==> config.mk <==
export PLATFORM = sky130hd
export DESIGN_NAME = sseg_scan_ctrl
export DESIGN_NICKNAME = d
export VERILOG_FILES = /design/src/rtl/sseg_scan_ctrl_pkg.sv /design/src/rtl/sseg_scan_ctrl_prescaler.sv /design/src/rtl/sseg_scan_ctrl.sv
export SDC_FILE = /design/constraint.sdc
export NUM_CORES = 1
export LEC_CHECK = 0
export CAP_MARGIN = 15
export CORE_AREA = 8 8 92 94
export DETAILED_ROUTE_END_ITERATION = 10
export DIE_AREA = 0 0 100 102
export GPL_TIMING_DRIVEN = 0
export PLACE_DENSITY = 0.75
export SLEW_MARGIN = 20
export SYNTH_ARGS = -nofsm -noshare
export SYNTH_HDL_FRONTEND = slang
export SYNTH_HIERARCHICAL = 1
export SYNTH_SLANG_ARGS = --single-unit
==> constraint.sdc <==
create_clock -name clk -period 2.48 [get_ports clk]
set_input_delay 0.62 -clock clk [delete_from_list [all_inputs] [get_ports clk]]
set_output_delay 0.62 -clock clk [all_outputs]
set_load 0.1 [all_outputs]
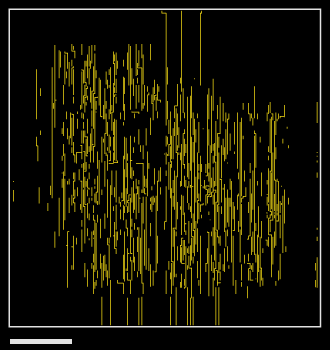
Fig. 1. M2 wires.
Scale bar: 20 um.
- nets with wire on the layer: 357
- longest straight run: 42.2 um
- main direction: vertical
- wire length on this layer: 4070 um
- share of all routed wire: 47%
final wirelength: 8.718 mm
GR Util met2: 0.2842
Vias: 2809

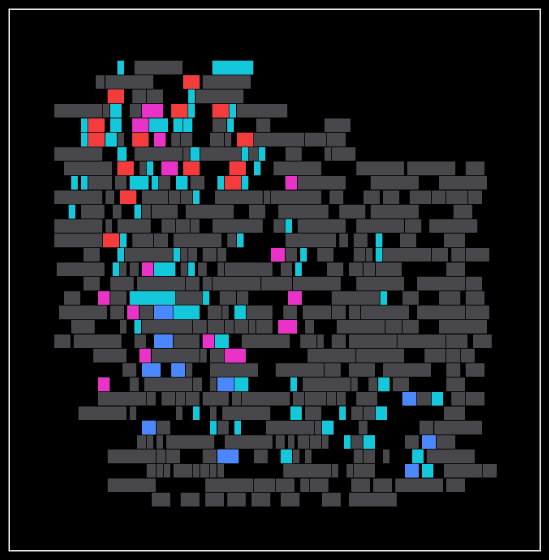
Fig. 2. Gate-type map.
- red: XOR/XNOR gates (cells 14)
- cyan: NOR gates (cells 65)
- magenta: AND and OR gates (cells 15)
- blue: AND-OR and OR-AND gates (cells 10)
logic share of the area: 0.3827
dominant logic cell type in the layout: dfrtp_1
non-filler cells, final: 494

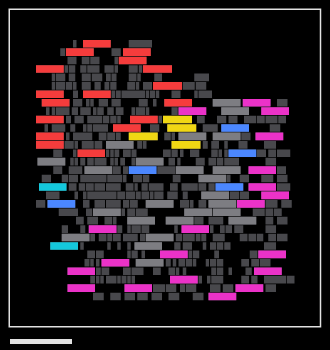
Fig. 3. Register map, names as in the netlist.
Scale bar: 20 um. Other sequential cells in the stronger grey, the rest of the logic in the fainter grey.
- yellow: an (placed flops 4; where centre)
- cyan: digit_idx (placed flops 2)
- magenta: pend_q (placed flops 20)
- blue: hex_out (placed flops 5)
- red: u_prescaler/cnt (placed flops 17)
- not coloured: 24
Seq. pwr: 0.00135 W
final core utilization: 0.6127
flop share of the area: 0.4183

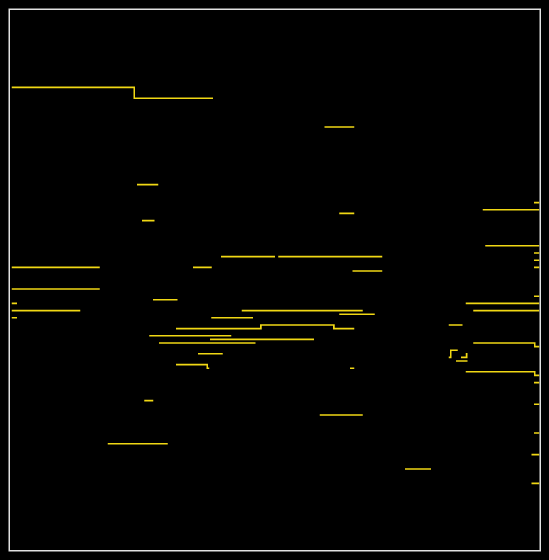
Fig. 4. Signal wires on met3.
- main direction: horizontal
- wire length on this layer: 391 um
- nets with wire on the layer: 40
- share of all routed wire: 4.5%
met3 usage: 0.04019

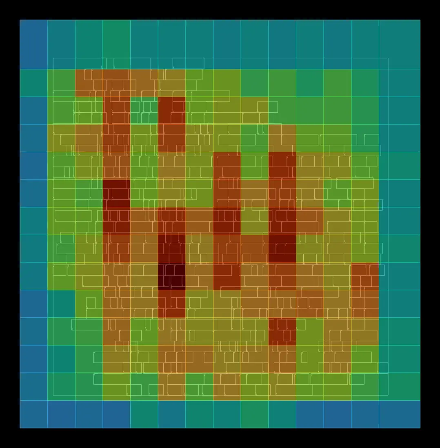
Fig. 5. Congestion heat map.
met1 usage: 0.2425
total global-route track usage: 0.1829

==> results_dict.tcl <==
# yosys + openroad results
set metrics [dict create \
    status "completed" \
    maxCapViolCount 0 \
    chipArea_sq_mm 0.01020 \
    port_buffers 36 \
    synth_cells 333 \
    async_flop_share 1.000 \
    die_h_um 102 \
    htreeDepth 3 \
    slew_viol_final 0 \
    grt_max_degree 43 \
    simple_gate_area_frac 0.1870 \
    ys_cells 333 \
    syn_to_final_growth_pct 24.58 \
    enable_flop_cells 0 \
    cp-end-kind "register" \
    n_all_buffers 65 \
    wl_met3_um 391 \
    maxPowerGroup "sequential cells" \
    cts.sinks 72 \
    min_path_type "in2async" \
    top_layer "met4" \
    dpl_cell_area_sq_mm 0.003974 \
    bufAreaShareNonClock 0.1224 \
    row_count 31 \
    cts_resized 19 \
    cts_root_buf "clkbuf_8" \
    tritoncts "yes" \
    fin_skew_ns 0.008905 \
    final_cell_mix "66 x dfrtp_1, 39 x nor2_1, 23 x clkdlybuf4s50_1, 17 x a22oi_1, 15 x nand2_1" \
    yosysTopAreaCellShare 0.4901 \
    area_leaders "dfrtp_1 49%, nor2_1 4.4%, a22oi_1 3.9%, mux2_2 3.9%, xnor2_1 3.3%" \
    combGateArea_sq_mm 0.001655 \
    fill_cells 594 \
    grt_pass1_wl_mm 14.50 \
    path_clk_slew_ns 0.08 \
    pin_count 37 \
    fin_setup_tns_ns 0 \
    max_freq_mhz 413.3 \
    worst_pin_slew_ns 0.9885 \
    worstSetupPathType "reg2reg" \
    fp.coreArea_sq_mm 0.007059 \
    synth_area_sq_mm 0.003472 \
    inv_count 11 \
    hpwlAfterDp_mm 6.029 \
    combinationalPowerShare 0.193 \
    crit_fanout 6 \
    largestClassByArea "registers" \
    crit_family "simple AND/OR/NAND/NOR gates" \
    rsz0062_at_grt "true" \
    avgSynthCellArea_sq_um 10.43 \
    fin_area_sq_mm 0.004325 \
    drt_iter0_drc 166 \
    final_nets 418 \
    drive_above_1_share 0.1848 \
    seqPwrFrac 0.503 \
    ff_latch_area_sq_mm 0.001809 \
    ff_count 72 \
    relSlewSlack 0.3436 \
    synth_cell_type_count 58 \
    hold_slack_ns 0.1940 \
    crit_path_top_delay_cell "dfrtp_2" \
    yosys_area_sq_mm 0.003472 \
    period_needed_ns 2.420 \
    placedCellCount 469 \
    power.share.clock 0.304 \
    die_w_um 100 \
    antenna_left 0 \
    setup_ws_ns 0.06031 \
    cts_buffers 9 \
    ys_sh_mux 0.03892 \
    fp_util 0.4918 \
    yosysMostFrequentCell "dfrtp_1" \
    period_used_share 0.9757 \
    clock_path_buffers 2 \
    ys_ff 72 \
    common_cells "68 x dfrtp_1, 41 x nor2_1, 18 x a22oi_1" \
    hold_buffers 0 \
]
Power and IR drop assume default switching activity.
